Figure 1. M1 wires.
Scale bar: 20 microns. Supply wires on this layer in gray.
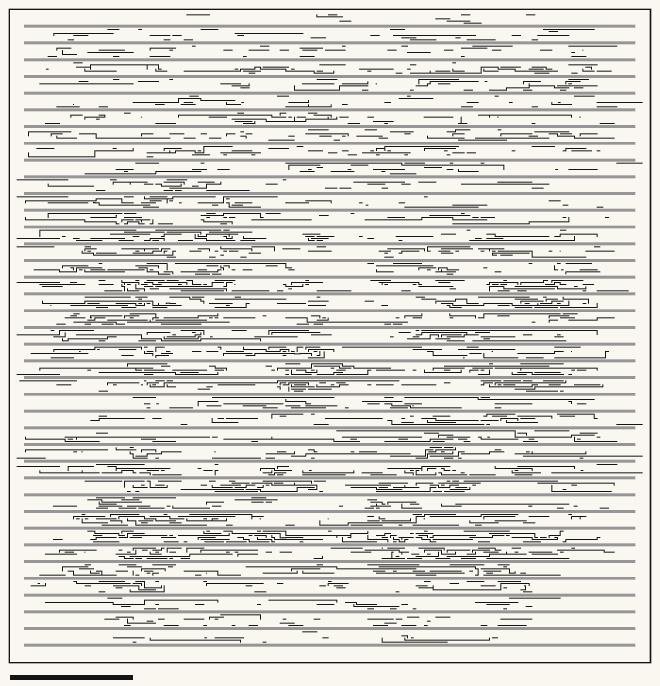
Figure 2. Clock nets.
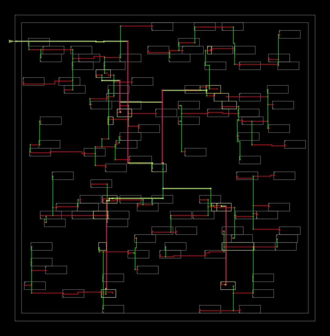
Figure 3. M3 wires.
Scale bar: 20 microns.
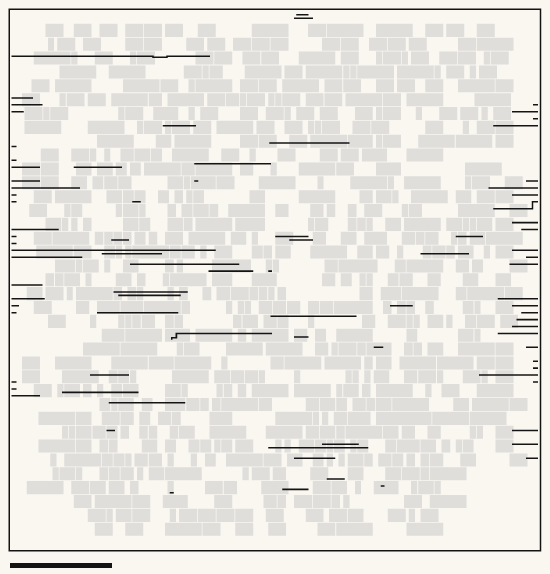
Figure 4. Met2 routing.
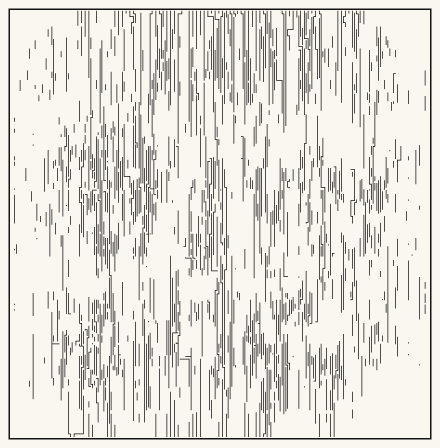
--- config.mk ---
export PLATFORM = sky130hd
export DESIGN_NAME = mips_cpu_run_controller
export DESIGN_NICKNAME = d
export VERILOG_FILES = /design/src/rtl/mips_cpu_run_controller.sv
export SDC_FILE = /design/constraint.sdc
export NUM_CORES = 1
export LEC_CHECK = 0
export ABC_AREA = 0
export CAP_MARGIN = 10
export CORE_AREA = 2 2 102 104
export DETAILED_ROUTE_END_ITERATION = 10
export DIE_AREA = 0 0 104 106
export HOLD_SLACK_MARGIN = 0.12
export PLACE_DENSITY_LB_ADDON = 0.12
export SLEW_MARGIN = 25
export SYNTH_ARGS = -nofsm -noshare
export SYNTH_HDL_FRONTEND = slang
export SYNTH_SLANG_ARGS = --single-unit
export TNS_END_PERCENT = 100
--- constraint.sdc ---
create_clock -name clk -period 2.51 [get_ports clk]
set_input_delay 0.753 -clock clk [delete_from_list [all_inputs] [get_ports clk]]
set_output_delay 0.753 -clock clk [all_outputs]
set_load 0.02 [all_outputs]
--- src/rtl/mips_cpu_run_controller.sv ---
// Run controller and bus monitor for CPU bring-up: sequences CPU reset, runs until
// halt or cycle budget expiry, latches register_v0 and counts bus activity.
module mips_cpu_run_controller #(
    parameter int CYC_W        = 16,
    parameter int CNT_W        = 16,
    parameter int MAX_CYCLES   = 2000,
    parameter int RESET_CYCLES = 1,
    parameter int ACTIVE_GRACE = 1
) (
    input  logic             clk,
    input  logic             reset,
    input  logic             start,
    input  logic             cpu_active,
    input  logic [31:0]      register_v0,
    input  logic             read,
    input  logic             write,
    input  logic             waitrequest,
    output logic             cpu_reset,
    output logic             running,
    output logic             done,
    output logic             timed_out,
    output logic             bus_error,
    output logic [31:0]      result_v0,
    output logic [CYC_W-1:0] cycle_count,
    output logic [CNT_W-1:0] read_count,
    output logic [CNT_W-1:0] write_count,
    output logic [CNT_W-1:0] stall_count
);

    typedef enum logic [2:0] {IDLE, RST_SEQ, RUN, HALTED, TIMEOUT} state_t;

    localparam int               RST_W    = (RESET_CYCLES > 1) ? $clog2(RESET_CYCLES) : 1;
    localparam logic [RST_W-1:0] RST_LAST = RST_W'(RESET_CYCLES - 1);
    localparam logic [CYC_W-1:0] CYC_LAST = CYC_W'(MAX_CYCLES - 1);
    localparam logic [CYC_W-1:0] GRACE    = CYC_W'(ACTIVE_GRACE);

    state_t           state_q, state_d;
    logic [RST_W-1:0] rst_cnt_q, rst_cnt_d;
    logic             bus_error_q, bus_error_d;
    logic [31:0]      result_q, result_d;
    logic [CYC_W-1:0] cycle_q, cycle_d;
    logic [CNT_W-1:0] rd_cnt_q, rd_cnt_d;
    logic [CNT_W-1:0] wr_cnt_q, wr_cnt_d;
    logic [CNT_W-1:0] st_cnt_q, st_cnt_d;

    logic start_ok, in_run, halt_now, timeout_now;

    always_comb begin
        start_ok    = start && (state_q == IDLE || state_q == HALTED || state_q == TIMEOUT);
        in_run      = (state_q == RUN);
        halt_now    = in_run && !cpu_active && (cycle_q >= GRACE);
        timeout_now = in_run && (cycle_q == CYC_LAST);
    end

    always_ff @(posedge clk) begin
        if (reset) begin
            state_q     <= IDLE;
            rst_cnt_q   <= '0;
            bus_error_q <= 1'b0;
            result_q    <= '0;
            cycle_q     <= '0;
            rd_cnt_q    <= '0;
            wr_cnt_q    <= '0;
            st_cnt_q    <= '0;
        end else begin
            state_q     <= state_d;
            rst_cnt_q   <= rst_cnt_d;
            bus_error_q <= bus_error_d;
            result_q    <= result_d;
            cycle_q     <= cycle_d;
            rd_cnt_q    <= rd_cnt_d;
            wr_cnt_q    <= wr_cnt_d;
            st_cnt_q    <= st_cnt_d;
        end
    end

    // Halt takes precedence over timeout when both fire in the same RUN cycle.
    always_comb begin
        state_d = state_q;
        case (state_q)
            IDLE, HALTED, TIMEOUT: if (start_ok) state_d = RST_SEQ;
            RST_SEQ:               if (rst_cnt_q == RST_LAST) state_d = RUN;
            RUN: begin
                if (halt_now)         state_d = HALTED;
                else if (timeout_now) state_d = TIMEOUT;
            end
            default:               state_d = IDLE;
        endcase
    end

    always_comb begin
        rst_cnt_d   = rst_cnt_q;
        bus_error_d = bus_error_q;
        result_d    = result_q;
        cycle_d     = cycle_q;
        rd_cnt_d    = rd_cnt_q;
        wr_cnt_d    = wr_cnt_q;
        st_cnt_d    = st_cnt_q;
        if (start_ok) begin
            rst_cnt_d   = '0;
            bus_error_d = 1'b0;
            result_d    = '0;
            cycle_d     = '0;
            rd_cnt_d    = '0;
            wr_cnt_d    = '0;
            st_cnt_d    = '0;
        end else if (state_q == RST_SEQ) begin
            rst_cnt_d = (rst_cnt_q == RST_LAST) ? '0 : rst_cnt_q + RST_W'(1);
        end else if (in_run) begin
            // All counters saturate at all-ones rather than wrapping.
            if (cycle_q != '1) cycle_d = cycle_q + CYC_W'(1);
            if (read && !waitrequest && rd_cnt_q != '1) rd_cnt_d = rd_cnt_q + CNT_W'(1);
            if (write && !waitrequest && wr_cnt_q != '1) wr_cnt_d = wr_cnt_q + CNT_W'(1);
            if ((read || write) && waitrequest && st_cnt_q != '1) st_cnt_d = st_cnt_q + CNT_W'(1);
            if (read && write) bus_error_d = 1'b1;
            if (halt_now) result_d = register_v0;
        end
    end

    always_comb begin
        cpu_reset = (state_q != RUN);
        running   = (state_q == RUN);
        done      = (state_q == HALTED) || (state_q == TIMEOUT);
        timed_out = (state_q == TIMEOUT);
    end

    assign bus_error   = bus_error_q;
    assign result_v0   = result_q;
    assign cycle_count = cycle_q;
    assign read_count  = rd_cnt_q;
    assign write_count = wr_cnt_q;
    assign stall_count = st_cnt_q;

endmodule

==> impl_metrics.json <==
{
  "final.setup.worst_slack_ns": 0.0854,
  "power_w": 0.00336,
  "routed_wl_mm": 11.9,
  "post_cts_buffers": 0,
  "use_met3_pct": 4.54,
  "worstPathArrival_ns": 1.67,
  "reg2reg_slack_ns": 0.33,
  "fin_tns_setup_ns": 0,
  "drt_iter0_drc": 150,
  "top_area_share_pct": 43.7,
  "numSynthFlops": 100,
  "aoi_share_pct": 11.3,
  "cts_root_buf": "clkbuf_8",
  "outcome": "finished clean",
  "grt-busiest-layer": "met2",
  "final_cells": 813,
  "final_cell_mix": "135 x clkdlybuf4s50_1, 99 x dfxtp_1, 93 x nor2_1",
  "hold_start": "bus_error",
  "crit_start": "state_q[0]",
  "comb_cells": 381,
  "synth-async-reset-ratio_pct": 0,
  "route.met2.wl_mm": 5.85,
  "min_path_type": "reg2reg",
  "hold_violations": 0,
  "hpwl_mm": 8.83,
  "edf_count": 0,
  "nets": 717,
  "drt_pass1_iterations": 5,
  "ctsResizeCount": 5,
  "pwr-share-clk_pct": 31.5,
  "core_area_sq_um": 10000,
  "switching_share_pct": 28.2,
  "sh_comb_area_pct": 37.8,
  "p_leak_nw": 2.44,
  "fin_skew_ns": 0.0114,
  "syn_nets": 555,
  "htreeDepth": 3,
  "total_switching_power_w": 0.000950,
  "layout_top_cell": "clkdlybuf4s50_1",
  "die_h_microns": 106,
  "wl_met3_microns": 571,
  "buffers": 170,
  "largest_register_ffs": 32,
  "power.group.top": "registers",
  "clkCellAreaFrac_pct": 3.11,
  "ys_sh_simple_pct": 25.4,
  "area_dominant_class": "multi-input combinational cells",
  "finalSetupViolCount": 0,
  "p_comb_w": 0.000655,
  "fmax_ghz": 0.412,
  "topCellsByArea": "dfxtp_1 44%, mux2i_1 7.7%, nor2_1 7.6%, xnor2_1 4.6%, nand3_1 3.2%",
  "ys_cells": 510,
  "synth.mux.area_fraction_pct": 7.65,
  "postSynthSeqShare_pct": 43.7,
  "power.density_nw_per_um2": 516,
  "grt_overflow": 0,
  "place.gp.congestion": 0.856,
  "max_slew.worst_pin.slew_ns": 0.725,
  "io_buffers": 139,
  "end_kind": "primary output",
  "clkSlewWorstSetupHoldPaths_ns": 0.08,
  "top_layer_used": "met4",
  "track_usage_pct": 21.2,
  "slew_headroom_pct": 51.5,
  "flop_area_sq_um": 2000,
  "buf_share_pct": 25.2,
  "drc": 0,
  "worst-setup-path-type": "reg2out",
  "synth_cells": 510,
  "areaGrowthSynthToFinish_pct": 42.5,
  "comb_area_sq_um": 2460,
  "clock_power_w": 0.00106,
  "yosysWarnings": 0,
  "wl_per_cell_microns": 14.6,
  "detail-route-antenna-nets": 0,
  "endpoint": "running",
  "r2r_end": "stall_count[7]",
  "grt_setup_unrepaired": "no",
  "drt-vias-per-instance": 5.36,
  "post-route-util_pct": 65.2,
  "common_cells": "100 x dfxtp_1, 93 x nor2_1, 35 x mux2i_1, 29 x nand3_1, 25 x nand2_1",
  "ctsHoldBuffers": 0,
  "num-nonclk-inverters": 10,
  "wl_met1_mm": 5.23,
  "path_buffers": 3,
  "grtUsageMet1_pct": 26.6,
  "cts_tree": "built",
  "ys_top_logic_family": "simple AND/OR/NAND/NOR gates",
  "seq_share_pct": 30.7,
  "pg_seq_w": 0.00165,
  "r2r-start": "state_q[0]",
  "grt_max_degree": 41,
  "synthDistinctLibCells": 51,
  "grt_pass1_vias": 4030,
  "crit_slowest_cell": "or3b_4",
  "grt_use_met2_pct": 35.2,
  "routed-via-count": 4361,
  "p_comb_share_pct": 19.5,
  "flop_cell": "dfxtp_1",
  "die_area_sq_um": 11000,
  "tapCellCount": 136,
  "die_w_microns": 104,
  "seq_power_share_pct": 49.0,
  "ir_drop_v": 0.000291,
  "synthAdderAreaFrac_pct": 1.64,
  "hold_slack_ns": 0.491,
  "fp_util_pct": 45.8,
  "dp.cells": 793,
  "clock_buffers": 12,
  "p_int_w": 0.00241,
  "clk_latency_ns": 0.37,
  "dpl-instance-area_sq_um": 6290,
  "slew_violations": 0,
  "rr_worst_depth": 7,
  "period_needed_ns": 2.42,
  "path_cells": "buf_4, or3b_4, inv_1, dlygate4sd2_1",
  "crit_fanout": 6,
  "ioPinCount": 140,
  "largest_area_cell": "dfxtp_1",
  "rows": 37,
  "synthesis.area_sq_um": 4580,
  "cp-start-kind": "flip-flop",
  "hold_path_depth": 2,
  "ys_sh_xor_pct": 7.65,
  "drive_above_1_share_pct": 9.01,
  "antenna_found_initial": 0,
  "num_antenna_cells": 0,
  "clk_path_buf_depth": 2,
  "yosys_area_sq_um": 4580,
  "dp_slack_ns": -0.102,
  "required_ns": 1.76,
  "fillers": 878,
  "cp.depth": 4,
  "post-route-cell-area_sq_um": 6520
}
Back to the opening pictures, Figure 1:
- wire length on this layer: 5230 microns
- share of all routed wire: 44%
- longest straight run: 29.0 microns

Back to the opening pictures, Figure 2:
Seq Cell Count: 100
number of buffers created by CTS: 9
clock sinks: 100

Back to the opening pictures, Figure 3:
- main direction: horizontal
- share of all routed wire: 4.8%
- nets with wire on the layer: 70
- wire length on this layer: 571 microns
- longest straight run: 39.8 microns

Back to the opening pictures, Figure 4:
- main direction: vertical
- wire length on this layer: 5850 microns
- nets with wire on the layer: 646
- share of all routed wire: 49%
- longest straight run: 32.3 microns

Power figures rest on the tool's default switching activity, not on a simulated workload.
